### Sequential cells coloured by netlist name, run 1

Other sequential cells in the stronger grey, the rest of the logic in the fainter grey.
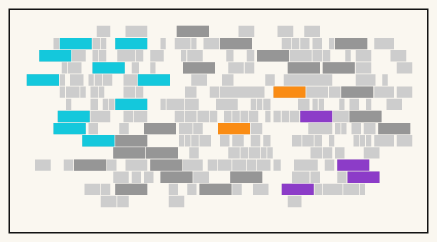
### Ports around the boundary, run 1

Pins as bars across the die edge, other pins in grey.
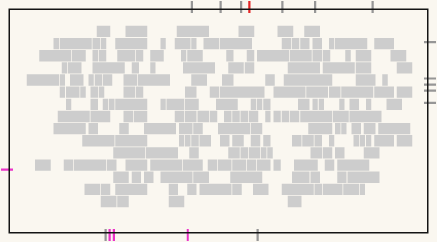
### M3 wires, run 1

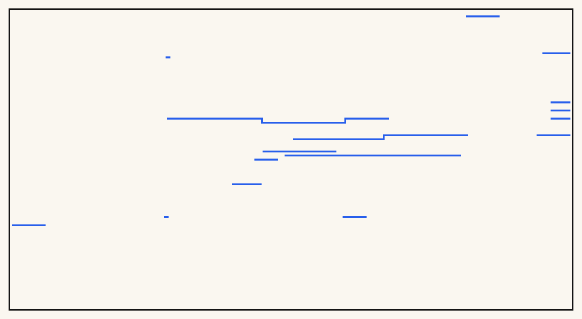
### Signal wires by layer, run 1

Only two layers are drawn.
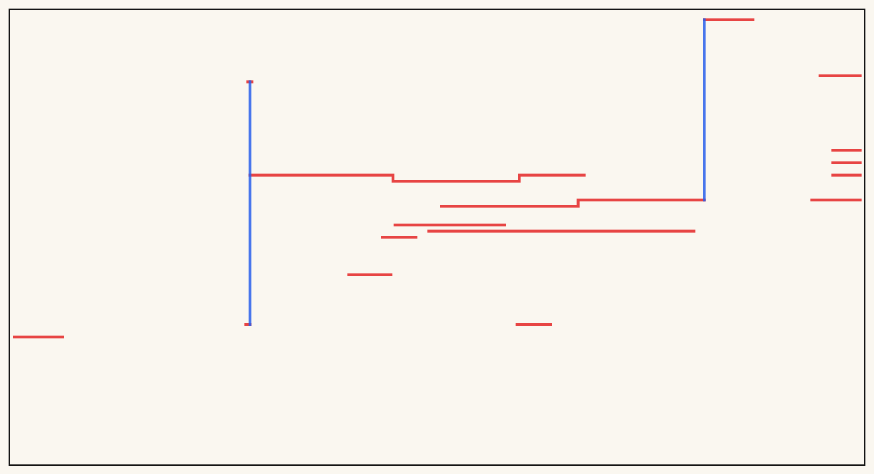
<file path="src/rtl/keypad_pkg.sv">
// Shared types and helpers for the keypad scan controller.
package keypad_pkg;

  typedef enum logic [1:0] {
    SCAN     = 2'd0,
    DEBOUNCE = 2'd1,
    HELD     = 2'd2
  } state_t;

  function automatic int code_w(input int rows, input int cols);
    return (rows * cols > 1) ? $clog2(rows * cols) : 1;
  endfunction

  // Index of the lowest set bit; 0 when no bit is set.
  function automatic int lowest_set_bit(input logic [31:0] bits);
    int idx;
    idx = 0;
    for (int i = 31; i >= 0; i--) begin
      if (bits[i]) idx = i;
    end
    return idx;
  endfunction

endpackage

</file>
<file path="src/rtl/keypad_dwell_timer.sv">
// Column dwell counter: tick marks the last cycle of each dwell (the sample point).
module keypad_dwell_timer #(
  parameter int SCAN_DIV = 1000
) (
  input  logic clk,
  input  logic rst_n,
  input  logic restart,
  output logic tick
);

  localparam int CNT_W = (SCAN_DIV > 1) ? $clog2(SCAN_DIV) : 1;

  logic [CNT_W-1:0] cnt;

  assign tick = (cnt == CNT_W'(SCAN_DIV - 1));

  always_ff @(posedge clk) begin
    if (!rst_n) begin
      cnt <= '0;
    end else if (restart || tick) begin
      cnt <= '0;
    end else begin
      cnt <= cnt + CNT_W'(1);
    end
  end

endmodule

</file>
<file path="src/rtl/keypad_scan_ctrl.sv">
// 4x4 keypad scanner: column strobe, row synchronizer, press/release debounce
// and a single-entry valid/ack output buffer.
module keypad_scan_ctrl
  import keypad_pkg::*;
#(
  parameter int KEY_ROW      = 4,
  parameter int KEY_COL      = 4,
  parameter int SCAN_DIV     = 1000,
  parameter int DEBOUNCE_CNT = 8,
  localparam int CODE_W      = code_w(KEY_ROW, KEY_COL)
) (
  input  logic               clk,
  input  logic               rst_n,
  input  logic [KEY_ROW-1:0] row_in,
  output logic [KEY_COL-1:0] col_drv,
  output logic [CODE_W-1:0]  key_code,
  output logic               key_valid,
  input  logic               key_ack,
  output logic               overrun,
  output logic               key_held
);

  localparam int ROW_W = (KEY_ROW > 1) ? $clog2(KEY_ROW) : 1;
  localparam int COL_W = (KEY_COL > 1) ? $clog2(KEY_COL) : 1;
  localparam int DEB_W = $clog2(DEBOUNCE_CNT + 1);

  logic [KEY_ROW-1:0] row_meta;
  logic [KEY_ROW-1:0] row_sync;
  logic               row_any;
  logic [ROW_W-1:0]   sel_row;
  logic               tick;
  logic               advance;
  logic               confirm;
  logic [CODE_W-1:0]  confirm_code;

  state_t             state;
  state_t             state_n;
  logic [DEB_W-1:0]   deb_cnt;
  logic [DEB_W-1:0]   deb_n;
  logic [ROW_W-1:0]   cur_row;
  logic [ROW_W-1:0]   cur_row_n;
  logic [COL_W-1:0]   cur_col;
  logic [COL_W-1:0]   cur_col_n;
  logic [COL_W-1:0]   col_idx;

  // Widen before multiplying so the code never truncates.
  function automatic logic [CODE_W-1:0] make_code(input logic [ROW_W-1:0] r,
                                                  input logic [COL_W-1:0] c);
    return CODE_W'(32'(r) * 32'(KEY_COL) + 32'(c));
  endfunction

  keypad_dwell_timer #(
    .SCAN_DIV(SCAN_DIV)
  ) u_dwell (
    .clk    (clk),
    .rst_n  (rst_n),
    .restart(advance),
    .tick   (tick)
  );

  assign row_any  = |row_sync;
  assign sel_row  = ROW_W'(lowest_set_bit(32'(row_sync)));
  assign col_drv  = KEY_COL'(1) << col_idx;
  assign key_held = (state == HELD);

  always_ff @(posedge clk) begin
    if (!rst_n) begin
      row_meta <= '0;
      row_sync <= '0;
    end else begin
      row_meta <= row_in;
      row_sync <= row_meta;
    end
  end

  always_ff @(posedge clk) begin
    if (!rst_n) begin
      state   <= SCAN;
      deb_cnt <= '0;
      cur_row <= '0;
      cur_col <= '0;
      col_idx <= '0;
    end else begin
      state   <= state_n;
      deb_cnt <= deb_n;
      cur_row <= cur_row_n;
      cur_col <= cur_col_n;
      if (advance) begin
        col_idx <= (32'(col_idx) == KEY_COL - 1) ? '0 : col_idx + COL_W'(1);
      end
    end
  end

  // deb_cnt counts matching samples in DEBOUNCE and clear samples in HELD.
  always_comb begin
    state_n      = state;
    deb_n        = deb_cnt;
    cur_row_n    = cur_row;
    cur_col_n    = cur_col;
    advance      = 1'b0;
    confirm      = 1'b0;
    confirm_code = make_code(cur_row, cur_col);
    if (tick) begin
      unique case (state)
        SCAN: begin
          if (!row_any) begin
            advance = 1'b1;
          end else begin
            cur_row_n    = sel_row;
            cur_col_n    = col_idx;
            deb_n        = DEB_W'(1);
            confirm_code = make_code(sel_row, col_idx);
            if (DEBOUNCE_CNT <= 1) begin
              confirm = 1'b1;
              state_n = HELD;
              deb_n   = '0;
            end else begin
              state_n = DEBOUNCE;
            end
          end
        end
        DEBOUNCE: begin
          if (row_any && (sel_row == cur_row)) begin
            if (32'(deb_cnt) + 32'd1 >= 32'(DEBOUNCE_CNT)) begin
              confirm = 1'b1;
              state_n = HELD;
              deb_n   = '0;
            end else begin
              deb_n = deb_cnt + DEB_W'(1);
            end
          end else begin
            state_n = SCAN;
            advance = 1'b1;
            deb_n   = '0;
          end
        end
        HELD: begin
          if (row_any) begin
            deb_n = '0;
          end else if (32'(deb_cnt) + 32'd1 >= 32'(DEBOUNCE_CNT)) begin
            state_n = SCAN;
            advance = 1'b1;
            deb_n   = '0;
          end else begin
            deb_n = deb_cnt + DEB_W'(1);
          end
        end
        default: begin
          state_n = SCAN;
          deb_n   = '0;
        end
      endcase
    end
  end

  // An ack in the load cycle frees the slot, so the new key replaces the old one.
  always_ff @(posedge clk) begin
    if (!rst_n) begin
      key_code  <= '0;
      key_valid <= 1'b0;
      overrun   <= 1'b0;
    end else begin
      overrun <= 1'b0;
      if (confirm) begin
        if (!key_valid || key_ack) begin
          key_code  <= confirm_code;
          key_valid <= 1'b1;
        end else begin
          overrun <= 1'b1;
        end
      end else if (key_ack && key_valid) begin
        key_valid <= 1'b0;
      end
    end
  end

endmodule

</file>
<file path="config.mk">
export PLATFORM = sky130hd
export DESIGN_NAME = keypad_scan_ctrl
export DESIGN_NICKNAME = d
export VERILOG_FILES = /design/src/rtl/keypad_pkg.sv /design/src/rtl/keypad_dwell_timer.sv /design/src/rtl/keypad_scan_ctrl.sv
export SDC_FILE = /design/constraint.sdc
export NUM_CORES = 1
export LEC_CHECK = 0
export CORE_ASPECT_RATIO = 0.5
export CORE_MARGIN = 3
export CORE_UTILIZATION = 45
export CTS_BUF_LIST = sky130_fd_sc_hd__clkbuf_4 sky130_fd_sc_hd__clkbuf_8
export CTS_CLUSTER_SIZE = 20
export DETAILED_ROUTE_END_ITERATION = 7
export PLACE_DENSITY = 0.66
export REMOVE_ABC_BUFFERS = 1
export SETUP_SLACK_MARGIN = 0.1
export SKIP_CTS_REPAIR_TIMING = 1
export SLEW_MARGIN = 20
export SYNTH_ARGS = -nofsm -noshare
export SYNTH_HDL_FRONTEND = slang
export SYNTH_SLANG_ARGS = --single-unit
</file>
<file path="constraint.sdc">
create_clock -name clk -period 3.81 [get_ports clk]
set_clock_uncertainty 0.1 [all_clocks]
set_input_delay 0.762 -clock clk [delete_from_list [all_inputs] [get_ports clk]]
set_output_delay 0.762 -clock clk [all_outputs]
set_load 0.02 [all_outputs]
</file>
==> changes_impl.md, run 1 <==
### Metrics

- Number of cells in Yosys stat: 188
- Final period util: 0.637
- Fa+ha+maj area frac: 0.0437
- Top-area cell share: 0.420
- Commonest non-fill, non-tap cell in the layout: dfxtp_1
- Root buffer selected by CTS: clkbuf_8
- Synthesized area: 0.00172 mm^2
- Min Tclk post-route: 2.43 ns
- Num Clock Sinks: 36
- Routing usage on met3: 0.0503
- CP required: 2.95 ns
- Mean post-synth cell area: 9.13 um^2
- Slew margin rel.: 0.432
- XOR/XNOR share of the synthesized area: 0.0408
- Tool warnings: 28
- Seq share, synth: 0.420
- First-pass GRT wire length: 5950 um
- FMAX: 412 MHz
- Crit. Startpoint: col_idx[0]
- R2R Path End: deb_cnt[1]
- RSZ-0062 raised after global routing: false
- Final instance area: 0.00205 mm^2
- Largest non-sequential cell family by area: simple AND/OR/NAND/NOR gates
- Area reported by Yosys stat: 0.00172 mm^2
- Startpoint type of the worst setup path: flip-flop
- Ports: 18
- Ys flop type: dfxtp_1
- Leak: 0.759 nW
- Warnings, synthesis: 0
- Area Growth Syn to Fin: 19.3%
- FFs w/ async S/R, synth: 0
- Run status: finished clean
- Initial antenna violation count: 0
- Antenna diodes: 0
- Met2 usage: 0.243
- Worst flop-to-flop path startpoint: u_dwell.cnt[0]
- Kind of cell adding the most delay to the critical path: buffers and inverters
- Placed insts: 252
- Hold Crit Class: reg2reg
- Worst Setup End Kind: output port
- CTS tree: built
- CP max stage delay: 0.54 ns
- Worst ir drop on vdd: 0.152 mV
- Top cells excl fill/tap: dfxtp_1 (36), nor2_1 (19), clkdlybuf4s50_1 (17)
- P per Cell Area: 367 mW/mm^2
- Worst Hold Slack: 0.326 ns
- Core area: 0.00355 mm^2
- Post-route DRC: 0
- Finished Layout Cells: 260
- Max-slew violation count: 0
- Layout cell share with drive strength beyond 1: 0.0813
- Slowest stage cell, crit path: clkdlybuf4s50_1
- Remaining antenna violation count after routing: 0
- Die x size: 93.3 um
- Worst hold stages: 1
- Endpoints failing hold: 0
- Die area: 0.00464 mm^2
- Worst path bufs/invs: 2
- FF-to-FF setup slack: 1.60 ns
- Worst hold start: row_meta[0]
- Critical Path, Cell by Cell: inv_1 -> ha_1 -> clkdlybuf4s50_1
- FP Rows: 15
- WP data arrival: 1.56 ns
- Ao+oa area frac: 0.139
- GRT Residual Overflow: 0
- Vias in the first global route: 1271
- Largest net degree at the start of global routing: 22
-- 'Sequential cells coloured by netlist name' (at the start) --
purple -> deb_cnt  # flops 4, where lower right
orange -> state  # flops 2
cyan -> u_dwell.cnt  # flops 10
Seq/total area: 0.352
Final Util: 0.577

-- 'Ports around the boundary' (at the start) --
red -> key_valid  # pins 1, direction output, edge top
magenta -> row_in  # pins 4, direction input, edge 3 bottom, 1 left

-- 'M3 wires' (at the start) --
main direction = horizontal
share of all routed wire = 4.5%
wire length on this layer = 150 um
nets with wire on the layer = 13

-- 'Signal wires by layer' (at the start) --
red -> metal 3  # wire length 150 um
blue -> metal 4  # wire length 46.2 um
Routed WL per cell: 12.8 um
routed vias: 1349
final wirelength: 3330 um
GRT Util Overall: 0.164

[run 1: sequential cells by signal, summed over array words and instances (netlist names)]
name,flops
row_meta,4
cur_col,2
key_valid,1
col_idx,2
key_code,4
cur_row,2
row_sync,4
overrun,1
deb_cnt,4
state,2
u_dwell.cnt,10
[run 1: layer usage]
| layer | up-vias | share of wire | wire (um) |
|---|---|---|---|
| met5 | - | 0 | 0 |
| met4 | 0 | 0.014 | 46 |
| met3 | 5 | 0.045 | 150 |
| met2 | 25 | 0.41 | 1360 |
| met1 | 612 | 0.53 | 1780 |
| li1 | 707 | - | - |
[run 1: report_power, final]
group	internal (W)	switching [W]	leakage (nW)
clock	0.000194	0.000140	0.0541
sequential	0.000383	0.00000521	0.292
combinational	0.0000154	0.0000161	0.412
[run 1: cell usage after synthesis, drive strengths merged (2+ instances only)]
master,n
nor2,19
a2111oi,2
nor4,2
o21ai,3
nor3,5
and2,10
xor2,5
or3,2
a21oi,9
nand3,7
clkbuf,3
mux2i,6
nor2b,5
o211ai,3
nand2b,6
a31oi,3
and3,6
nand2,10
or3b,2
or4,3
buf,2
dfxtp,36
nand4,2
xnor2,3
inv,9
ha,6
[run 1: final cells by class]
type / count / area (um^2)
fill: 311 / 1500
multi-input combinational: 138 / 941
inverter: 9 / 33.8
clock inverter: 3 / 42.5
sequential: 36 / 721
clock buffer: 5 / 68.8
tap: 51 / 63.8
timing repair buffer: 18 / 178
[run 1: per-stage QoR]
stage	util	power, W	worst slack [ns]
global placement	0.546	0.000428	1.38
finish	0.577	0.000753	1.38
floorplan	-	0.000414	1.90
detailed placement	0.546	0.000428	1.32
CTS	0.577	0.000763	1.35
global route	0.577	0.000784	1.26
==> run 1 -> run 2 <==
PLACE_DENSITY = 0.68   (was 0.66)
clock period = 2.1 ns   (was 3.81 ns; I/O delays follow)
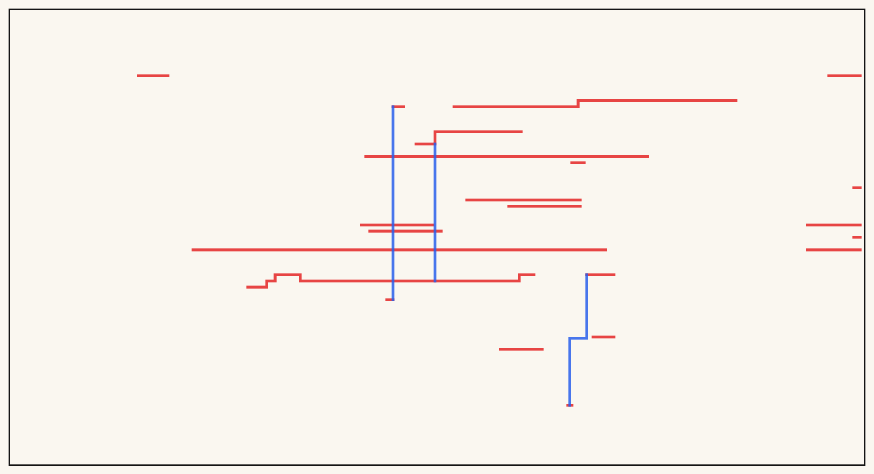
*Signal wires by layer, run 2*
Only two layers are drawn.
red -> metal 3  # wire length 223 um
blue -> metal 4  # wire length 52.2 um
Routed WL per cell: 14.7 um
final wirelength: 4070 um
routed vias: 1476

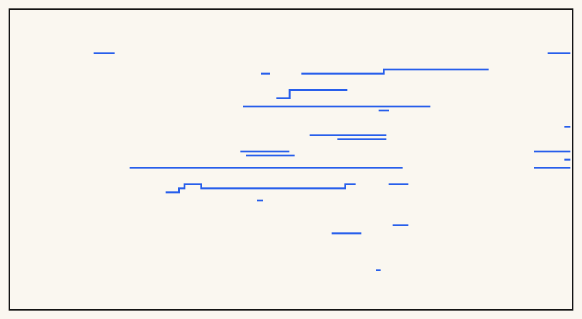
*M3 wires, run 2*
nets with wire on the layer = 19
share of all routed wire = 5.5%

==> run 2 against run 1 <==
Effect of this change:
- flip-flop count is the same
- sequential power is 82% higher
- critical path depth increased by 3
- power increased by 94%
- via count increased by 9.4%
- worst setup slack got worse by 1.3 ns
- critical endpoint is now key_code[2]
- largest power group unchanged
==> changes_impl.md, run 2 <==
### Metrics

- PortBufs: 17 (unchanged)
- Layout cell share with drive strength beyond 1: 0.217 (was 0.0813)
- RSZ-0062 raised after global routing: true (was false)
- WP data arrival: 2.15 ns (was 1.56 ns)
- Area reported by Yosys stat: 0.00172 mm^2 (unchanged)
- Root buffer selected by CTS: clkbuf_8 (unchanged)
- Bufs on Longest Clock Path: 2 (unchanged)
- H-tree levels: 2 (unchanged)
- Worst Hold Slack: 0.341 ns (was 0.326 ns)
- Largest net degree at the start of global routing: 14 (was 22)
- Nets@finish: 238 (was 221)
- Setup tns final: 0 ns (unchanged)
- Run status: finished clean (unchanged)
- Max-slew violation count: 0 (unchanged)
- Worst path bufs/invs: 1 (was 2)
- Core area: 0.00355 mm^2 (unchanged)
- CTS tree: built (unchanged)
- First-pass GRT wire length: 6320 um (was 5950 um)
- GRT Util Overall: 0.174 (was 0.164)
- Top-area cell share: 0.420 (unchanged)
- FP Rows: 15 (unchanged)
- Placer Congestion: 0.796 (was 0.803)
- Synthesized area: 0.00172 mm^2 (unchanged)
- Worst ir drop on vdd: 0.547 mV (was 0.152 mV)
- Final Util: 0.649 (was 0.577)
- CTS clk-pin slew, worst paths: 0.07 ns (was 0.08 ns)
- Startpoint type of the worst setup path: flip-flop (unchanged)
- Die x size: 93.3 um (unchanged)
- Mean post-synth cell area: 9.13 um^2 (unchanged)
- P per Cell Area: 633 mW/mm^2 (was 367 mW/mm^2)
- CP max stage delay: 0.62 ns (was 0.54 ns)
- Post-DP HPWL: 2730 um (was 2470 um)
- Least-Margin Pin Slew: 0.473 ns (was 0.844 ns)
- Top cells excl fill/tap: dfxtp_1 (31), nor2_1 (19), buf_4 (18) (was dfxtp_1 (36), nor2_1 (19), clkdlybuf4s50_1 (17))
- Number of cells in Yosys stat: 188 (unchanged)
- Vias in the first global route: 1374 (was 1271)
- Remaining antenna violation count after routing: 0 (unchanged)
- Post-route DRC: 0 (unchanged)
- Most common cell in the synthesized netlist: dfxtp_1 (unchanged)
- Initial antenna violation count: 0 (unchanged)
- Tool warnings: 29 (was 28)
- CP required: 2.18 ns (was 2.95 ns)
- Die area: 0.00464 mm^2 (unchanged)
- Slowest stage cell, crit path: dfxtp_1 (was clkdlybuf4s50_1)
- Max reg flops: 10 (unchanged)
- Pwr Total: 0.00146 W (was 0.000753 W)
- Vias per inst: 5.33 (was 5.19)
- Worst-path maximum fanout: 9 (was 6)
- Final period util: 0.983
- Final setup viols: 0 (unchanged)
- Instance count on the critical path: 6 (was 3)
- FMAX: 484 MHz
- Largest register by flop count: u_dwell.cnt (unchanged)
- Slew margin rel.: 0.684 (was 0.432)
- Worst Setup End Kind: flip-flop (was output port)
- Warnings, synthesis: 0 (unchanged)
- Leak: 0.942 nW (was 0.759 nW)
- Worst slack, placed: -0.0405 ns (was 1.32 ns)
- Endpoints failing hold: 0 (unchanged)
- Ys flop type: dfxtp_1 (unchanged)
- Kind of cell adding the most delay to the critical path: flip-flops (was buffers and inverters)
- Area Growth Syn to Fin: 34.2% (was 19.3%)
- Flops after synth: 36 (unchanged)
- Ports: 18 (unchanged)
- Most frequent cells after synthesis: dfxtp_1 (36), nor2_1 (19), and2_1 (10), nand2_1 (10) (unchanged)
- Seq share, synth: 0.420 (unchanged)
- Min Tclk post-route: 2.06 ns
- FFs w/ async S/R, synth: 0 (unchanged)
- Num Clock Sinks: 36 (unchanged)
- Synth area leader: dfxtp_1 (unchanged)
- Worst hold stages: 1 (unchanged)
- Final instance area: 0.00230 mm^2 (was 0.00205 mm^2)
- DRT iter0 DRCs: 80 (was 81)
- Final WS setup: 0.0359 ns (was 1.38 ns)
- Placed insts: 266 (was 252)
- Finished Layout Cells: 277 (was 260)
- GRT Residual Overflow: 0 (unchanged)
- Antenna diodes: 0 (unchanged)
- Commonest non-fill, non-tap cell in the layout: dfxtp_1 (unchanged)
- Critical Path, Cell by Cell: and2b_1 -> nand3b_1 -> a2111oi_4 -> buf_4 -> mux2i_1 -> nor2_1 (was inv_1 -> ha_1 -> clkdlybuf4s50_1)
- Hold Crit Class: reg2reg (unchanged)
- # fillers: 292 (was 311)
[run 2: cell types whose count changed in the layout (fill, tap and decap cells not counted), moves of 2 or more]
cell,previous run,this run
dfxtp_1,36,31
or4_1,3,1
or4_4,0,2
clkdlybuf4s50_1,17,12
clkbuf_8,5,7
dfxtp_2,0,4
nor3_1,5,3
buf_4,1,18
dlymetal6s2s_1,0,5
[run 2: per-layer routing]
metal / part of all wire / global-route usage / wire length [um] / vias to the layer above
met3: 0.055 / 0.0564 / 223 / 6
met4: 0.013 / 0.0341 / 52 / 0
met5: 0 / 0 / 0 / -
li1: - / - / - / 740
met2: 0.47 / 0.277 / 1910 / 38
met1: 0.46 / 0.231 / 1880 / 692
[run 2: cells by family after synthesis]
logic type	synth area share
AOI/OAI and AO/OA	0.139
xor gates and xnor gates	0.0408
DFF	0.420
and+or+nand+nor	0.289
muxes	0.0350
buffers and inverters	0.0321
adders and majority gates	0.0437
[run 2: final cells by class]
type | count | area (um^2) | share of cell area
clock buffer | 7 | 96.3 | 0.0418
timing repair buffer | 35 | 318 | 0.138
sequential | 36 | 729 | 0.317
tap | 51 | 63.8 | 0.0277
multi-input combinational | 138 | 1030 | 0.448
inverter | 9 | 33.8 | 0.0147
clock inverter | 1 | 30.0 | 0.0130
[run 2: worst paths after layout]
path	slack [ns]	start	end
setup reg to reg	0.04	state[0]	key_code[2]
hold reg to reg	0.34	row_meta[0]	row_sync[0]
hold / removal	0.34	row_meta[0]	row_sync[0]
setup / recovery	0.04	state[0]	key_code[2]
[run 2: power by group]
group | switching, W | leakage (nW) | total, W | internal [W]
clock | 0.000249 | 0.0645 | 0.000668 | 0.000419
sequential | 0.0000101 | 0.294 | 0.000705 | 0.000694
combinational | 0.0000395 | 0.583 | 0.0000855 | 0.0000460
No activity file was given, so power comes from the tool's default toggle rates.
